<file path="src/rtl/au_cmp_eq.sv">
// au_cmp_eq: registered WIDTH-bit prefix-equality comparator, eq[i] = (a[i:0] == b[i:0]).
// Define AU_CMP_EQ_INREG_EN to add an input register stage (latency 2 instead of 1).
module au_cmp_eq #(
    parameter int unsigned WIDTH = 8
) (
    input  logic             clk,
    input  logic             rst,
    input  logic             in_vld,
    input  logic [WIDTH-1:0] a,
    input  logic [WIDTH-1:0] b,
    output logic             out_vld,
    output logic [WIDTH-1:0] eq
);

    logic             stg_vld;
    logic [WIDTH-1:0] stg_a;
    logic [WIDTH-1:0] stg_b;

`ifdef AU_CMP_EQ_INREG_EN
    logic             in_vld_q;
    logic [WIDTH-1:0] a_q;
    logic [WIDTH-1:0] b_q;

    // Optional operand register; reset drops any pair captured here.
    always_ff @(posedge clk) begin
        if (rst) begin
            in_vld_q <= 1'b0;
            a_q      <= '0;
            b_q      <= '0;
        end else begin
            in_vld_q <= in_vld;
            a_q      <= a;
            b_q      <= b;
        end
    end

    assign stg_vld = in_vld_q;
    assign stg_a   = a_q;
    assign stg_b   = b_q;
`else
    assign stg_vld = in_vld;
    assign stg_a   = a;
    assign stg_b   = b;
`endif

    logic [WIDTH-1:0] eq_d;

    // Kogge-Stone prefix AND over the per-bit XNOR vector; low s bits pass through at each level.
    always_comb begin
        eq_d = ~(stg_a ^ stg_b);
        for (int unsigned s = 1; s < WIDTH; s = s << 1) begin
            eq_d = eq_d & ((eq_d << s) | ~({WIDTH{1'b1}} << s));
        end
    end

    logic             out_vld_q;
    logic [WIDTH-1:0] eq_q;

    // Result register; eq holds across invalid cycles and is qualified by out_vld.
    always_ff @(posedge clk) begin
        if (rst) begin
            out_vld_q <= 1'b0;
            eq_q      <= '0;
        end else begin
            out_vld_q <= stg_vld;
            if (stg_vld) begin
                eq_q <= eq_d;
            end
        end
    end

    assign out_vld = out_vld_q;
    assign eq      = eq_q;

endmodule

</file>
<file path="config.mk">
export PLATFORM = sky130hd
export DESIGN_NAME = au_cmp_eq
export DESIGN_NICKNAME = d
export VERILOG_FILES = /design/src/rtl/au_cmp_eq.sv
export SDC_FILE = /design/constraint.sdc
export NUM_CORES = 1
export LEC_CHECK = 0
export CAP_MARGIN = 20
export CORE_MARGIN = 1
export CORE_UTILIZATION = 34
export DETAILED_ROUTE_END_ITERATION = 12
export GPL_TIMING_DRIVEN = 0
export PLACE_DENSITY = 0.78
export SYNTH_ARGS = -nofsm -noshare
export SYNTH_HDL_FRONTEND = slang
export SYNTH_SLANG_ARGS = --single-unit
</file>
<file path="constraint.sdc">
create_clock -name clk -period 1.6 [get_ports clk]
set_clock_uncertainty 0.2 [all_clocks]
set_input_delay 0.4 -clock clk [delete_from_list [all_inputs] [get_ports clk]]
set_output_delay 0.4 -clock clk [all_outputs]
set_load 0.01 [all_outputs]
</file>
Fig. 1: clock distribution
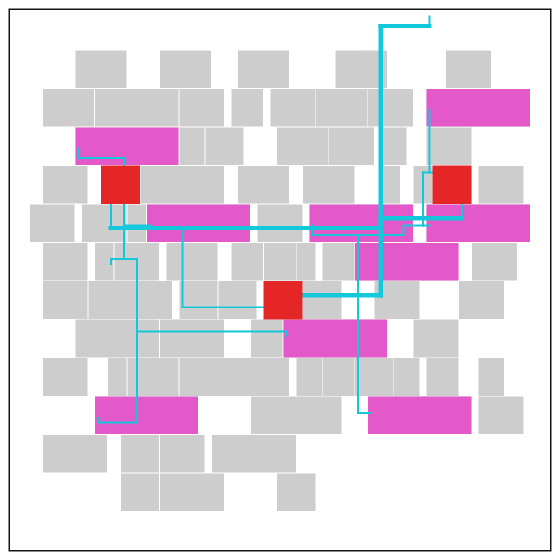
flip-flops -> magenta  # count 9
clock drivers -> red  # count 3
clock wires -> cyan  # length 149 um
routed clock nets = 4

Fig. 2: met2 routing
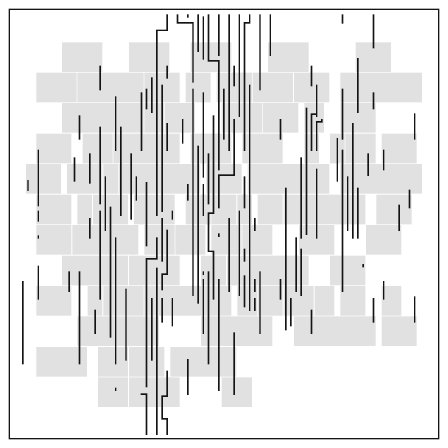
main direction = vertical
nets with wire on the layer = 85
wire length on this layer = 587 um
share of all routed wire = 52%
longest straight run = 20.1 um

==> deck_impl_summary.md <==
Key Metrics from the Run

Clock network
  • Setup Buffers After CTS: 7
  • Max Root-Sink Buffers: 2
  • CTS hold repair buffers: 0
  • CTS tree: built
  • Post_cts resized: 15
  • Clk slew on worst S/H paths: 0.06 ns
  • H-tree Lvls: 1
  • Sink Count: 9

Setup path
  • Capturing element type of the critical path: flop
  • Critical Path Fanout Max: 3
  • CP delay by family, top: buffers and inverters
  • Worst R2R End: eq[4]$_SDFFE_PP0P_
  • Crit-path cells: clkdlybuf4s50_1, xor2_2, nor4_4, a22o_1
  • Worst path required time: ~1.6 ns
  • Crit. Startpoint: b[4]
  • Largest stage delay on the critical path: between 0.4 and 0.5 ns
  • CP arrival: around 1.6 ns
  • Stages on worst setup path: 4
  • Critical Path Start Type: primary input

STA
  • # setup viols final: 0
  • Slew Limit Fails: 0
  • Slew Limit Headroom: 0.802
  • Final hold slack: about 0.27 ns
  • Max Freq: 637 MHz
  • Final worst setup slack: ~0.031 ns
  • Worst-margin pin slew: 0.294 ns

Layout
  • ANT cells: 0
  • Final Instance Area: 823 um2
  • Share of layout cells above drive strength 1: 0.263
  • Layout Cells excl Fill: 94
  • Top Layout Cells: dlygate4sd2_1 (14), dfxtp_1 (9), clkdlybuf4s50_1 (9), buf_4 (8)
  • Synthesis-to-finish area growth: 84.8%
  • Largest register FFs: 8
  • Nets: 100

Synth
  • Top-count cell post-synth: dfxtp_1
  • Top cells, area: dfxtp_1 (40%), xor2_1 (7.9%), xnor2_2 (7.3%)
  • Syn_area_per_cell: 10.6 um2
  • Synth async-reset ratio: 0
  • Top cell area share: 0.404
  • Mapped Area: 445 um2
  • Yosys warns: 0
  • Yosys Instances: 42
  • Fraction of the yosys area taken by sequential cells: 0.404
  • Post-synth top cells: dfxtp_1 (9), xor2_1 (4), nor2_1 (3), nor2b_1 (3)
  • Mapped Nets: 61
  • Top_reg_cell synth: dfxtp_1

Routing
  • Antenna viol nets, final: 0
  • Via/cell ratio: around 4.8
  • Via Count: 450
  • Remaining DRCs: 0
  • Drt first-iter violations: 5

Floorplan
  • FP Core Util: 0.385
  • Total die size: 1460 um2
  • Core area: 1160 um2
  • Die H: 38.2 um
  • Die X: 38.2 um

Power
  • Pleak: 0.411 nW
  • Sequential power: 234 uW
  • Combinational gate power: 149 uW
  • Clock group total power: roughly 180 uW
  • Pint: 415 uW
  • Clk pwr share: 0.320
  • VDD IR-drop max: 0.453 mV

Worst hold path
  • HP Start: eq[1]$_SDFFE_PP0P_
  • Hold Path Stages: 2
  • Hold EP: eq[1]$_SDFFE_PP0P_
  • Hold WC Path Type: flop to flop

Global routing
  • First-pass GRT wire length: roughly 1800 um
  • Global route overflow: 0
  • Vias in the first global route: 416
  • Antenna violations before repair: 0

Run status
  • Status: complete, no violations

Placement
  • Pre-CTS WS: -0.460 ns
  • Placed cell count: between 80 and 90
  • Placed cell area: 723 um2
  • Routability congestion estimate: around 0.66
  • DP HPWL: 791 um

Run
  • Max Cap Violations: 0
  • Log Warnings: 27
Fig. 3: met3 routing
The bar under the picture is 10 um long.
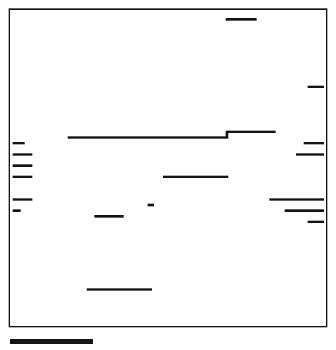
nets with wire on the layer = 16
longest straight run = 19.1 um

-- layout make-up --
class	instances	area, um2
fill	98	333
multi-input combinational	30	275
sequential	9	180
buffer	2	10.0
timing repair buffer	34	310
clock buffer	4	26.3
inverter	1	3.75
tap	14	17.5
-- logic make-up (layout without fill, tap and decap cells) --
group                  count (synthesis)  count (layout)  synth area share
AND-OR/OR-AND                          7               7             0.118
XOR/XNOR                               8               8             0.191
buffers and inverters                  3              41            0.0281
flip-flops                             9               9             0.404
multiplexers                           1               1            0.0225
AND/OR/NAND/NOR                       14              14             0.236
-- per-layer routing --
layer	vias to the layer above	GRT usage	wire length [um]
li1	218	-	-
met4	0	0.0804	29
met2	21	0.322	586
met3	4	0.0872	77
met1	207	0.198	443
met5	-	0	0
Power and IR drop assume default switching activity.
